### config.mk
export PLATFORM = sky130hd
export DESIGN_NAME = uart_tx_frame_gen
export DESIGN_NICKNAME = d
export VERILOG_FILES = /design/src/rtl/uart_tx_pkg.sv /design/src/rtl/parity_bit_gen.sv /design/src/rtl/uart_tx_frame_gen.sv
export SDC_FILE = /design/constraint.sdc
export NUM_CORES = 1
export LEC_CHECK = 0
export CORE_UTILIZATION = 50
export DETAILED_ROUTE_END_ITERATION = 10
export PLACE_DENSITY = 0.77
export SYNTH_ARGS = -nofsm -noshare
export SYNTH_HDL_FRONTEND = slang
export SYNTH_HIERARCHICAL = 1
export SYNTH_SLANG_ARGS = --single-unit
### constraint.sdc
create_clock -name CLK -period 1.9 [get_ports CLK]
set_input_delay 0.38 -clock CLK [delete_from_list [all_inputs] [get_ports CLK]]
set_output_delay 0.38 -clock CLK [all_outputs]
set_load 0.01 [all_outputs]
### src/rtl/uart_tx_pkg.sv
// Shared definitions for the UART transmit frame engine and its parity helper.
// FSM encodings, parity-mode codes and the supported data-width range.
package uart_tx_pkg;

    typedef enum logic [2:0] {
        IDLE   = 3'd0,
        START  = 3'd1,
        DATA   = 3'd2,
        PARITY = 3'd3,
        STOP   = 3'd4
    } tx_state_e;

    localparam logic [1:0] PAR_EVEN  = 2'b00;
    localparam logic [1:0] PAR_ODD   = 2'b01;
    localparam logic [1:0] PAR_SPACE = 2'b10;
    localparam logic [1:0] PAR_MARK  = 2'b11;

    localparam int DATA_WIDTH_MIN = 5;
    localparam int DATA_WIDTH_MAX = 9;

endpackage

### src/rtl/parity_bit_gen.sv
// Combinational parity for a data word in one of four modes (even/odd/space/mark).
// Zero latency, no flow control; the caller registers the result.
module parity_bit_gen
    import uart_tx_pkg::*;
#(
    parameter int DATA_WIDTH = 8
) (
    input  logic [DATA_WIDTH-1:0] data_i,
    input  logic [1:0]            mode_i,
    output logic                  parity_o
);

    always_comb begin
        parity_o = 1'b0;
        case (mode_i)
            PAR_EVEN:  parity_o = ^data_i;
            PAR_ODD:   parity_o = ~^data_i;
            PAR_SPACE: parity_o = 1'b0;
            PAR_MARK:  parity_o = 1'b1;
            default:   parity_o = 1'b0;
        endcase
    end

endmodule

### src/rtl/uart_tx_frame_gen.sv
// UART TX framer: start, DATA_WIDTH bits LSB-first, optional parity, 1-2 stop bits, one bit per CLK.
// Start bit appears the cycle after acceptance; Data_Valid is dropped (not queued) while Busy.
module uart_tx_frame_gen
    import uart_tx_pkg::*;
#(
    parameter int DATA_WIDTH = 8,
    parameter bit IDLE_LEVEL = 1'b1
) (
    input  logic                  CLK,
    input  logic                  RST,
    input  logic [DATA_WIDTH-1:0] P_DATA,
    input  logic                  Data_Valid,
    input  logic                  par_EN,
    input  logic [1:0]            PAR_TYP,
    input  logic                  STOP_2,
    output logic                  TX_OUT,
    output logic                  Busy,
    output logic                  PARITY_BIT
);

    localparam int CNT_W = $clog2(DATA_WIDTH);
    localparam logic [CNT_W-1:0] CNT_LAST = CNT_W'(DATA_WIDTH - 1);

    tx_state_e             state_q, state_d;
    logic [CNT_W-1:0]      cnt_q, cnt_d;
    logic [DATA_WIDTH-1:0] shift_q, shift_d;
    logic                  par_en_q, par_en_d;
    logic                  stop2_q, stop2_d;
    logic                  par_q, par_d;
    logic                  stop_cnt_q, stop_cnt_d;
    logic                  tx_q, tx_d;
    logic                  busy_q, busy_d;
    logic                  par_calc;

    parity_bit_gen #(.DATA_WIDTH(DATA_WIDTH)) u_parity (
        .data_i   (P_DATA),
        .mode_i   (PAR_TYP),
        .parity_o (par_calc)
    );

    always_ff @(posedge CLK) begin
        if (RST) begin
            state_q    <= IDLE;
            cnt_q      <= '0;
            shift_q    <= '0;
            par_en_q   <= 1'b0;
            stop2_q    <= 1'b0;
            par_q      <= 1'b0;
            stop_cnt_q <= 1'b0;
            tx_q       <= IDLE_LEVEL;
            busy_q     <= 1'b0;
        end else begin
            state_q    <= state_d;
            cnt_q      <= cnt_d;
            shift_q    <= shift_d;
            par_en_q   <= par_en_d;
            stop2_q    <= stop2_d;
            par_q      <= par_d;
            stop_cnt_q <= stop_cnt_d;
            tx_q       <= tx_d;
            busy_q     <= busy_d;
        end
    end

    always_comb begin
        state_d    = state_q;
        cnt_d      = cnt_q;
        shift_d    = shift_q;
        par_en_d   = par_en_q;
        stop2_d    = stop2_q;
        par_d      = par_q;
        stop_cnt_d = stop_cnt_q;
        case (state_q)
            IDLE: begin
                if (Data_Valid) begin
                    state_d    = START;
                    shift_d    = P_DATA;
                    par_en_d   = par_EN;
                    stop2_d    = STOP_2;
                    par_d      = par_calc;
                    cnt_d      = '0;
                    stop_cnt_d = 1'b0;
                end
            end
            START: state_d = DATA;
            DATA: begin
                shift_d = shift_q >> 1;
                if (cnt_q == CNT_LAST) begin
                    cnt_d   = '0;
                    state_d = par_en_q ? PARITY : STOP;
                end else begin
                    cnt_d = cnt_q + 1'b1;
                end
            end
            PARITY: state_d = STOP;
            STOP: begin
                if (stop2_q && !stop_cnt_q) begin
                    stop_cnt_d = 1'b1;
                end else begin
                    stop_cnt_d = 1'b0;
                    state_d    = IDLE;
                end
            end
            default: state_d = IDLE;
        endcase
    end

    // Outputs are decoded from the next state so that every pin comes straight off a flop.
    always_comb begin
        tx_d   = IDLE_LEVEL;
        busy_d = 1'b0;
        case (state_d)
            START: begin
                tx_d   = ~IDLE_LEVEL;
                busy_d = 1'b1;
            end
            DATA: begin
                tx_d   = shift_d[0];
                busy_d = 1'b1;
            end
            PARITY: begin
                tx_d   = par_d;
                busy_d = 1'b1;
            end
            STOP: begin
                tx_d   = IDLE_LEVEL;
                busy_d = 1'b1;
            end
            default: begin
                tx_d   = IDLE_LEVEL;
                busy_d = 1'b0;
            end
        endcase
    end

    assign TX_OUT     = tx_q;
    assign Busy       = busy_q;
    assign PARITY_BIT = par_q;

endmodule

### Cell classes on the final placement

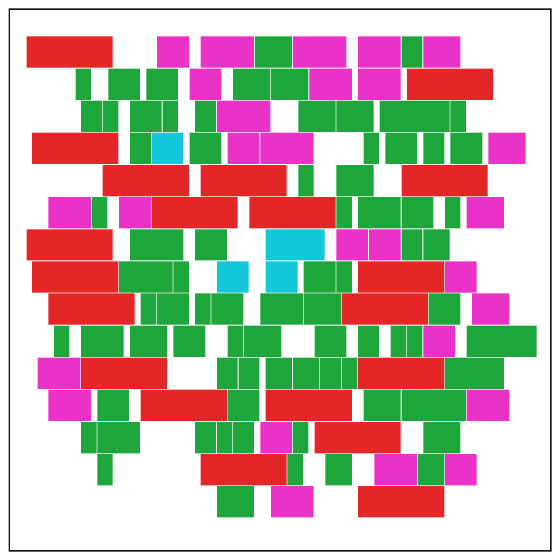
| class | colour | cells |
|---|---|---|
| clock drivers and dummy loads | cyan | 4 |
| remaining buffers and delay cells | magenta | 27 |
| remaining logic cells | green | 78 |
| sequential cells | red | 20 |

### Wire density map

Bar = 10 um. 9 x 9 tiles, from dark blue (low) to red (high), scaled to the fullest tile. Values are wire area over tile area, all layers added.
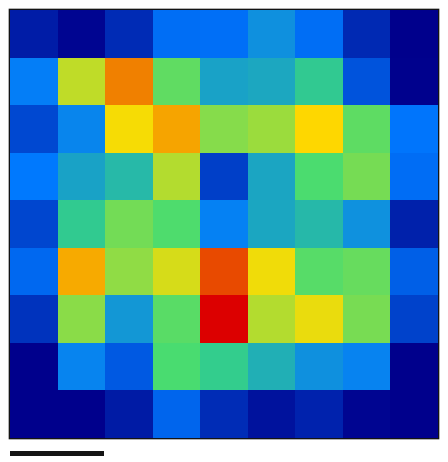
fullest tile: 0.40
tiles over half the peak: 35%
nearly empty tiles: 11%
emptiest ninth of the die: bottom left

==> results.txt <==
Implementation status.

- Registers represent a cell area share of 32.1%.
- The final max-slew violation count recorded for this run is 0.
- The count of input and output buffers is 17.
- The wire length per cell after detailed routing is 12.6 um.
- The sequential cell area in the final layout is 400 um2.
- Using the TritonRoute via totals, the vias-per-cell ratio works out to 5.54.
- The power report lists cell-internal power as 0.687 mW.
- The pre-placement core utilization is 54.2%.
- The post-synth design cell area is roughly 960 um2.
- The unique cell type count in the Yosys netlist is 38.
- The share of cell area taken by muxes after synthesis is 3.14%.
- The layout report lists the clock-cell share of area as ~2.9%.
- Power spread over the standard cell area amounts to about 740 nW/um2.
- The smallest setup slack after layout is around 0.17 ns.
- The run finished with clean final reports.
- The cell count in the Yosys report is 104.
- On the final layout, the worst clock skew is 0.000869 ns.
- The kind of critical path is reg2reg.
- The remaining design rule violation count is 0.
- The layout has 2 inverters outside the clock class.
- In this run, CTS created clock tree buffers numbering 3.
- The root buffer cell chosen for the clock tree is sky130_fd_sc_hd__clkbuf_4.
- The CTS sink count is 20.
- The instance area after placement is approximately 1200 um2.
- The post-cts hold buffer count is 0.
- The amount of wire on met3 after detailed routing is 81 um.
- The tally of nets with antenna violations remaining after routing is 0.
- After layout, the design draws a total of 0.928 mW.
- The switching power summed over all nets is 0.242 mW.
- For the final routed database, the setup TNS stands at 0 ns.
- The first global-routing pass estimated ~3.2 mm of wire.
- The biggest area contributor in the post-synthesis netlist is sky130_fd_sc_hd__dfxtp_1.
- The kind of capture point of the worst setup path is a flop.
- After detailed placement, the design holds a cell count of 150.
- The count of cells in the finished layout, fillers not included, comes to 154.
- In the final layout, the multi-input gates occupy 522 um2.
- The static power due to leakage is approximately 0.52 nW.
- The worst setup timing slack at the placement stage is -0.368 ns.
- Counting stages on the worst path, the most repeated cell is sky130_fd_sc_hd__ha_1.
- The tightest min-delay check is of the reg2reg type.
- In this run, synthesis inferred 0 flip-flops with an integrated enable.
- Across all hold checks on the routed design, the worst slack comes to 0.463 ns.
- The timing report gives the biggest stage delay along the critical path as between 0.3 and 0.4 ns.
- The CTS tree is yes.
- The post-synthesis simple-gate area fraction is 19.1%.
- The number of violations of the max-capacitance limit is 0.
- The relative slew slack is ~70%.
- After filler insertion, the fill cell instance count of the layout stands at 150.
- The number of cells on the worst reg-to-reg path is 6.
- The OpenROAD report gives the critical path a data arrival time of between 1.5 and 2 ns.
- The met3 capacity usage during global routing is under 10%.
- For this run, the number of Yosys warnings is 6.
- Setup repair after global routing left no endpoint under its margin.
- In this run the core area contains 15 standard-cell rows.
- The number of diodes added for antenna fixing is 0.
- In this run, the synthesized area fraction spent on adder and majority cells is recorded as 2.62%.
- The register bit total from synthesis is 20.
- The sequential power share is 50.5%.
- The post-cts repair resize count is 6.
- The detailed router's first-iteration violation count is 15.
- Per the synthesis report, the single largest cell type by area occupies between 40% and 50% of cell area.
- The area growth from synthesis to layout is 30.5%.
- Across all layers, the routed design uses between 800 and 900 vias.
- The kind of start point of the critical path is a flop.
- The multi-input combinational area share is 41.8%.
- The cell sequence reported for the critical path is ha_1 > ha_1 > and3_2 > o21ai_1 > o211ai_1 > a211o_1.
- The largest registers in the layout are shift_q: 8 flops, cnt_q: 3 flops, state_q: 3 flops.
- The aggregate global routing overflow is 0.
- The wire length on met2 is 975 um.
- CTS reports a maximum clock tree buffer depth of 2.
- For this run, combinational gates with multiple inputs come to 76.
- The combinational share of power is 23.7%.
- In the finished design, the share of the clock period the worst path needs comes to 91.0%.
- The met1 layer wirelength in the final routing is around 860 um.
- Ranked by instance count, the synthesized netlist is headed by 20 x sky130_fd_sc_hd__dfxtp_1, 14 x sky130_fd_sc_hd__nor2_1, 9 x sky130_fd_sc_hd__a22oi_1.
- The total wire length after detailed routing is 1.94 mm.
- The area of the die is 2090 um2.
- At the later pin of the worst-skew pair, clock insertion delay measures 0.29 ns.
- The CTS clock-pin slew for the worst setup and hold paths is 0.11 ns.
- The average footprint of a synthesized cell is 9.19 um2.
- The maximum number of pins on one net before global-route repair is 12.
- By instance count after routing, the leading logic cell types are 20 x sky130_fd_sc_hd__dfxtp_1, 14 x sky130_fd_sc_hd__nor2_1, 10 x sky130_fd_sc_hd__buf_4.
- Ranked by flip-flop count, first place goes to shift_q.
- From bottom edge to top edge, the die measures 45.7 um.
- The post-synthesis share of cell area spent on and-or and or-and gates is between 20% and 30%.
- The count of TritonRoute iterations in the first routing pass is 4.
- The initial antenna violation count is 0.
- The XOR/XNOR share of the synthesized area is roughly 7.3%.
- The tapcell count is 25.
- Global routing used 27.1% of the available met1 tracks.
### Sequential cells grouped by signal name

Bar = 10 um. Other sequential cells in the stronger grey, the rest of the logic in the fainter grey.
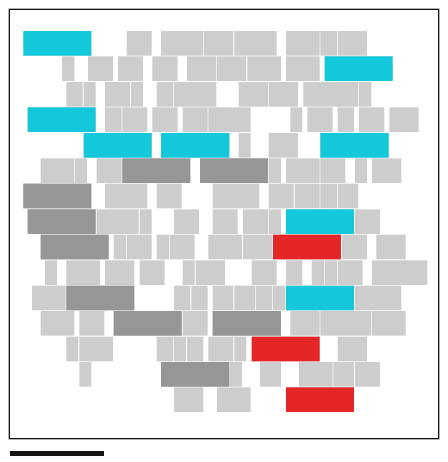
| signal | colour | flops |
|---|---|---|
| `state_q` | red | 3 |
| `shift_q` | cyan | 8 |
not coloured: 9
fraction of the core area covered by cells at the end of the flow: 70.7%
reported sequential group power: 0.469 mW

### Wiring by layer

Bar = 10 um.
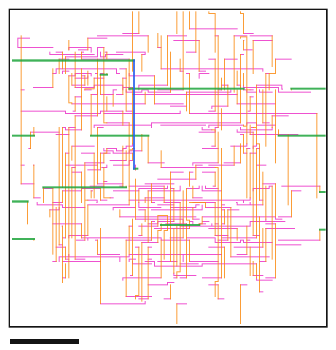
| layer | colour | wire length |
|---|---|---|
| M1 | magenta | 865 um |
| M4 | blue | 15.6 um |
| M3 | green | 81.9 um |
| M2 | orange | 975 um |

worst paths after layout:
| kind | end | start | slack [ns] |
|---|---|---|---|
| worst max-delay path | TX_OUT | cnt_q[0] | 0.17 |
| worst min-delay path | shift_q[6] | shift_q[6] | 0.46 |
| worst max register to register | TX_OUT | cnt_q[0] | 0.17 |
| worst min register to register | shift_q[6] | shift_q[6] | 0.46 |
worst max-delay path, delay by kind of cell, from the launching register on:
kind / cells / cell delay (ns)
AND-OR/OR-AND: 3 / 0.66
adder cells (fa/ha/maj): 2 / 0.41
flip-flops: 1 / 0.34
AND/OR/NAND/NOR: 1 / 0.22
cells by family after synthesis:
group / Yosys count
compound gates: 29
xor+xnor: 8
fa+ha+maj: 2
buf+inv: 8
flops: 20
mux: 3
simple gates: 34
Power and IR drop assume default switching activity.
